===== src/rtl/mole_round_ctrl.sv =====
// Whack-a-mole round controller.
// Raises one mole at a time at a pseudo-random hole and judges hits, wrong
// presses and timeouts. It keeps a saturating two-digit BCD score and a
// miss count, and enters OVER once the miss limit is reached.
module mole_round_ctrl #(
   parameter int          HOLES      = 4,
   parameter int          UP_TIME    = 50000000,
   parameter int          GAP_TIME   = 25000000,
   parameter int          MAX_MISSES = 5,
   parameter logic [15:0] LFSR_SEED  = 16'hACE1
) (
   input  logic             clock,
   input  logic             reset,
   input  logic             start,
   input  logic [HOLES-1:0] hit,
   output logic [HOLES-1:0] mole,
   output logic [7:0]       score_bcd,
   output logic [3:0]       misses,
   output logic             hit_flash,
   output logic             miss_flash,
   output logic             game_over
);

   localparam int HW   = $clog2(HOLES);
   localparam int TMAX = (UP_TIME > GAP_TIME) ? UP_TIME : GAP_TIME;
   localparam int TW   = $clog2(TMAX + 1);

   localparam logic [TW-1:0] GAP_LAST  = TW'(GAP_TIME - 1);
   localparam logic [TW-1:0] UP_LAST   = TW'(UP_TIME - 1);
   localparam logic [3:0]    MISS_LIM  = 4'(MAX_MISSES);
   localparam logic [HOLES-1:0] ONE_HOT0 = {{(HOLES-1){1'b0}}, 1'b1};

   typedef enum logic [1:0] {
      S_IDLE,
      S_GAP,
      S_UP,
      S_OVER
   } state_t;

   state_t           r_state;
   logic [15:0]      r_lfsr;
   logic [TW-1:0]    r_timer;
   logic [HW-1:0]    r_hole;
   logic [HOLES-1:0] r_mole;
   logic [7:0]       r_score;
   logic [3:0]       r_misses;
   logic             r_hit_flash;
   logic             r_miss_flash;
   logic             r_game_over;

   logic             w_lfsr_fb;
   logic [HW-1:0]    w_cand;
   logic [HW-1:0]    w_pick;
   logic             w_hit_ok;
   logic             w_any_press;
   logic             w_up_done;
   logic [3:0]       w_miss_next;

   // Two-digit BCD increment that sticks at 99.
   function automatic logic [7:0] bcd_inc(input logic [7:0] v);
      logic [7:0] res;
      if (v == 8'h99)
         res = v;
      else if (v[3:0] == 4'd9)
         res = {v[7:4] + 4'd1, 4'd0};
      else
         res = {v[7:4], v[3:0] + 4'd1};
      return res;
   endfunction

   // Hole selection, hit judgement and the saturating miss count.
   always_comb begin
      w_lfsr_fb   = r_lfsr[15] ^ r_lfsr[13] ^ r_lfsr[12] ^ r_lfsr[10];
      w_cand      = r_lfsr[HW-1:0];
      // Bump past the previous hole so the same hole never repeats back to back.
      w_pick      = (w_cand == r_hole) ? w_cand + HW'(1) : w_cand;
      w_hit_ok    = hit[r_hole];
      w_any_press = |hit;
      w_up_done   = (r_timer == UP_LAST);
      w_miss_next = (r_misses == MISS_LIM) ? r_misses : r_misses + 4'd1;
   end

   // Round FSM: LFSR free-runs every cycle; all outputs are registered here.
   always_ff @(posedge clock or posedge reset) begin
      if (reset) begin
         r_state      <= S_IDLE;
         r_lfsr       <= LFSR_SEED;
         r_timer      <= '0;
         r_hole       <= '0;
         r_mole       <= '0;
         r_score      <= 8'h00;
         r_misses     <= 4'd0;
         r_hit_flash  <= 1'b0;
         r_miss_flash <= 1'b0;
         r_game_over  <= 1'b0;
      end else begin
         r_lfsr       <= {r_lfsr[14:0], w_lfsr_fb};
         r_hit_flash  <= 1'b0;
         r_miss_flash <= 1'b0;
         case (r_state)
            S_IDLE: begin
               if (start) begin
                  r_score  <= 8'h00;
                  r_misses <= 4'd0;
                  r_timer  <= '0;
                  r_state  <= S_GAP;
               end
            end
            S_GAP: begin
               if (r_timer == GAP_LAST) begin
                  r_hole  <= w_pick;
                  r_mole  <= ONE_HOT0 << w_pick;
                  r_timer <= '0;
                  r_state <= S_UP;
               end else begin
                  r_timer <= r_timer + TW'(1);
               end
            end
            S_UP: begin
               // A correct press wins even if wrong bits or the timeout coincide.
               if (w_hit_ok) begin
                  r_score     <= bcd_inc(r_score);
                  r_hit_flash <= 1'b1;
                  r_mole      <= '0;
                  r_timer     <= '0;
                  r_state     <= S_GAP;
               end else if (w_any_press || w_up_done) begin
                  r_misses     <= w_miss_next;
                  r_miss_flash <= 1'b1;
                  r_mole       <= '0;
                  r_timer      <= '0;
                  if (w_miss_next == MISS_LIM) begin
                     r_game_over <= 1'b1;
                     r_state     <= S_OVER;
                  end else begin
                     r_state     <= S_GAP;
                  end
               end else begin
                  r_timer <= r_timer + TW'(1);
               end
            end
            S_OVER: begin
               if (start) begin
                  r_score     <= 8'h00;
                  r_misses    <= 4'd0;
                  r_timer     <= '0;
                  r_game_over <= 1'b0;
                  r_state     <= S_GAP;
               end
            end
            default: r_state <= S_IDLE;
         endcase
      end
   end

   assign mole       = r_mole;
   assign score_bcd  = r_score;
   assign misses     = r_misses;
   assign hit_flash  = r_hit_flash;
   assign miss_flash = r_miss_flash;
   assign game_over  = r_game_over;

endmodule


===== config.mk =====
export PLATFORM = sky130hd
export DESIGN_NAME = mole_round_ctrl
export DESIGN_NICKNAME = d
export VERILOG_FILES = /design/src/rtl/mole_round_ctrl.sv
export SDC_FILE = /design/constraint.sdc
export NUM_CORES = 1
export LEC_CHECK = 0
export CAP_MARGIN = 20
export CORE_MARGIN = 2
export CORE_UTILIZATION = 43
export CTS_BUF_LIST = sky130_fd_sc_hd__clkbuf_4 sky130_fd_sc_hd__clkbuf_8
export CTS_CLUSTER_SIZE = 28
export DETAILED_ROUTE_END_ITERATION = 10
export MAX_ROUTING_LAYER = met4
export PLACE_DENSITY_LB_ADDON = 0.08
export SYNTH_ARGS = -nofsm -noshare
export SYNTH_HDL_FRONTEND = slang
export SYNTH_SLANG_ARGS = --single-unit

===== constraint.sdc =====
create_clock -name clock -period 3.05 [get_ports clock]
set_input_delay 0.61 -clock clock [delete_from_list [all_inputs] [get_ports clock]]
set_output_delay 0.61 -clock clock [all_outputs]
set_load 0.01 [all_outputs]

### Signal wires on met1

Drawn at 4 px/um. Supply wires on this layer in gray.
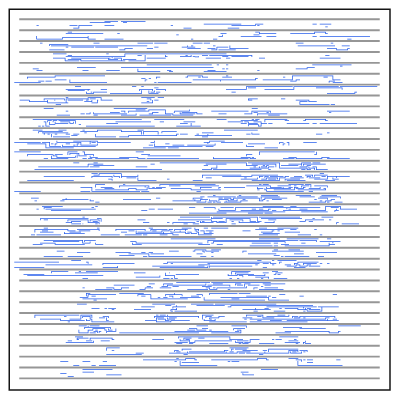
wire length on this layer: 3950 um
nets with wire on the layer: 374
longest straight run: 31.7 um
main direction: horizontal
DRT Wirelength: 8.14 mm
met1 GRT Util: 26.5%
via count: 2892

### Met2 routing

Drawn at 3 px/um. Cells faint in the background.
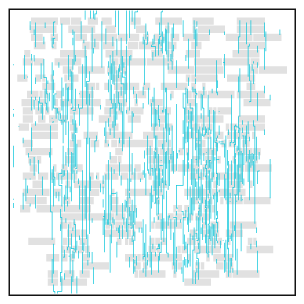
share of all routed wire: 46%
main direction: vertical
longest straight run: 33.7 um
wire length on this layer: 3780 um
nets with wire on the layer: 334

==> results.sh <==
# yosys + openroad results
export IMPL_wl_met1_mm=3.95
export IMPL_timing_fmax_mhz=370
export IMPL_final_area_um2=4120
export IMPL_cp_num_cells=5
export IMPL_ant_nets=0
export IMPL_combPwrFrac_pct=33.7
export IMPL_cts_path_max_buffers=2
export IMPL_cts_clk_slew_worst_paths_ns=0.08
export IMPL_coreArea_um2=8090
export IMPL_synth_cell_types=61
export IMPL_largest_area_cell="dfrtp_1"
export IMPL_die_area_um2=8990
export IMPL_max_stage_delay_ns=0.60
export IMPL_rrSetupSlack_ns=0.35
export IMPL_ys_cells=360
export IMPL_yosys_area_top_type_share_pct=40.2
export IMPL_synth_seq_cells=65
export IMPL_avgRoutedWirePerCell_um=16.3
export IMPL_flop_cell="dfrtp_1"
export IMPL_power_group_top="registers"
export IMPL_period_needed_ns=2.70
export IMPL_edf_count=0
export IMPL_endpoint_kind="flip-flop"
export IMPL_hp_start="r_lfsr[3]"
export IMPL_r2r_start="r_timer[7]"
export IMPL_wl_met3_um=283
export IMPL_overflow=0
export IMPL_status="finished clean"
export IMPL_internal_power_uw=1550
export IMPL_power_frac_seq_pct=39.0
export IMPL_final_hold_violation_count=0
export IMPL_adder_share_pct=3.88
export IMPL_synth_cells=360
export IMPL_worst_slew_pin_slew_ns=0.717
export IMPL_top_register="r_timer"
export IMPL_endpoint="r_timer[10]"
export IMPL_hold_end="r_lfsr[4]"
export IMPL_aoi_share_pct=15.0
export IMPL_critical_path_slowest_cell="o21ai_1"
export IMPL_p_leak_uw=0.00166
export IMPL_cts_buffers=9
export IMPL_syn_avg_cell_area_um2=9.85
export IMPL_grt_pass1_wl_mm=13.5
==> placed cells by master (no fill, tap or decap), types with 8 or more instances in the layout <==
cell type	synthesis	layout
nand2_1	46	46
nand3_1	14	14
o21ai_0	23	23
dfrtp_1	57	57
nor2_1	21	21
ha_1	11	11
o211ai_1	16	16
dfstp_2	8	8
clkdlybuf4s50_1	0	25
inv_1	9	8
clkbuf_8	0	10
nor3_1	10	10
==> layout make-up <==
| class | instances | area (um^2) | share of cell area, % |
|---|---|---|---|
| Clock inverter | 6 | 42.5 | 1.03 |
| Sequential cell | 65 | 1640 | 39.8 |
| Tap cell | 105 | 131 | 3.19 |
| Inverter | 9 | 33.8 | 0.821 |
| Clock buffer | 10 | 138 | 3.34 |
| Timing Repair Buffer | 32 | 315 | 7.66 |
| Multi-Input combinational cell | 272 | 1820 | 44.2 |
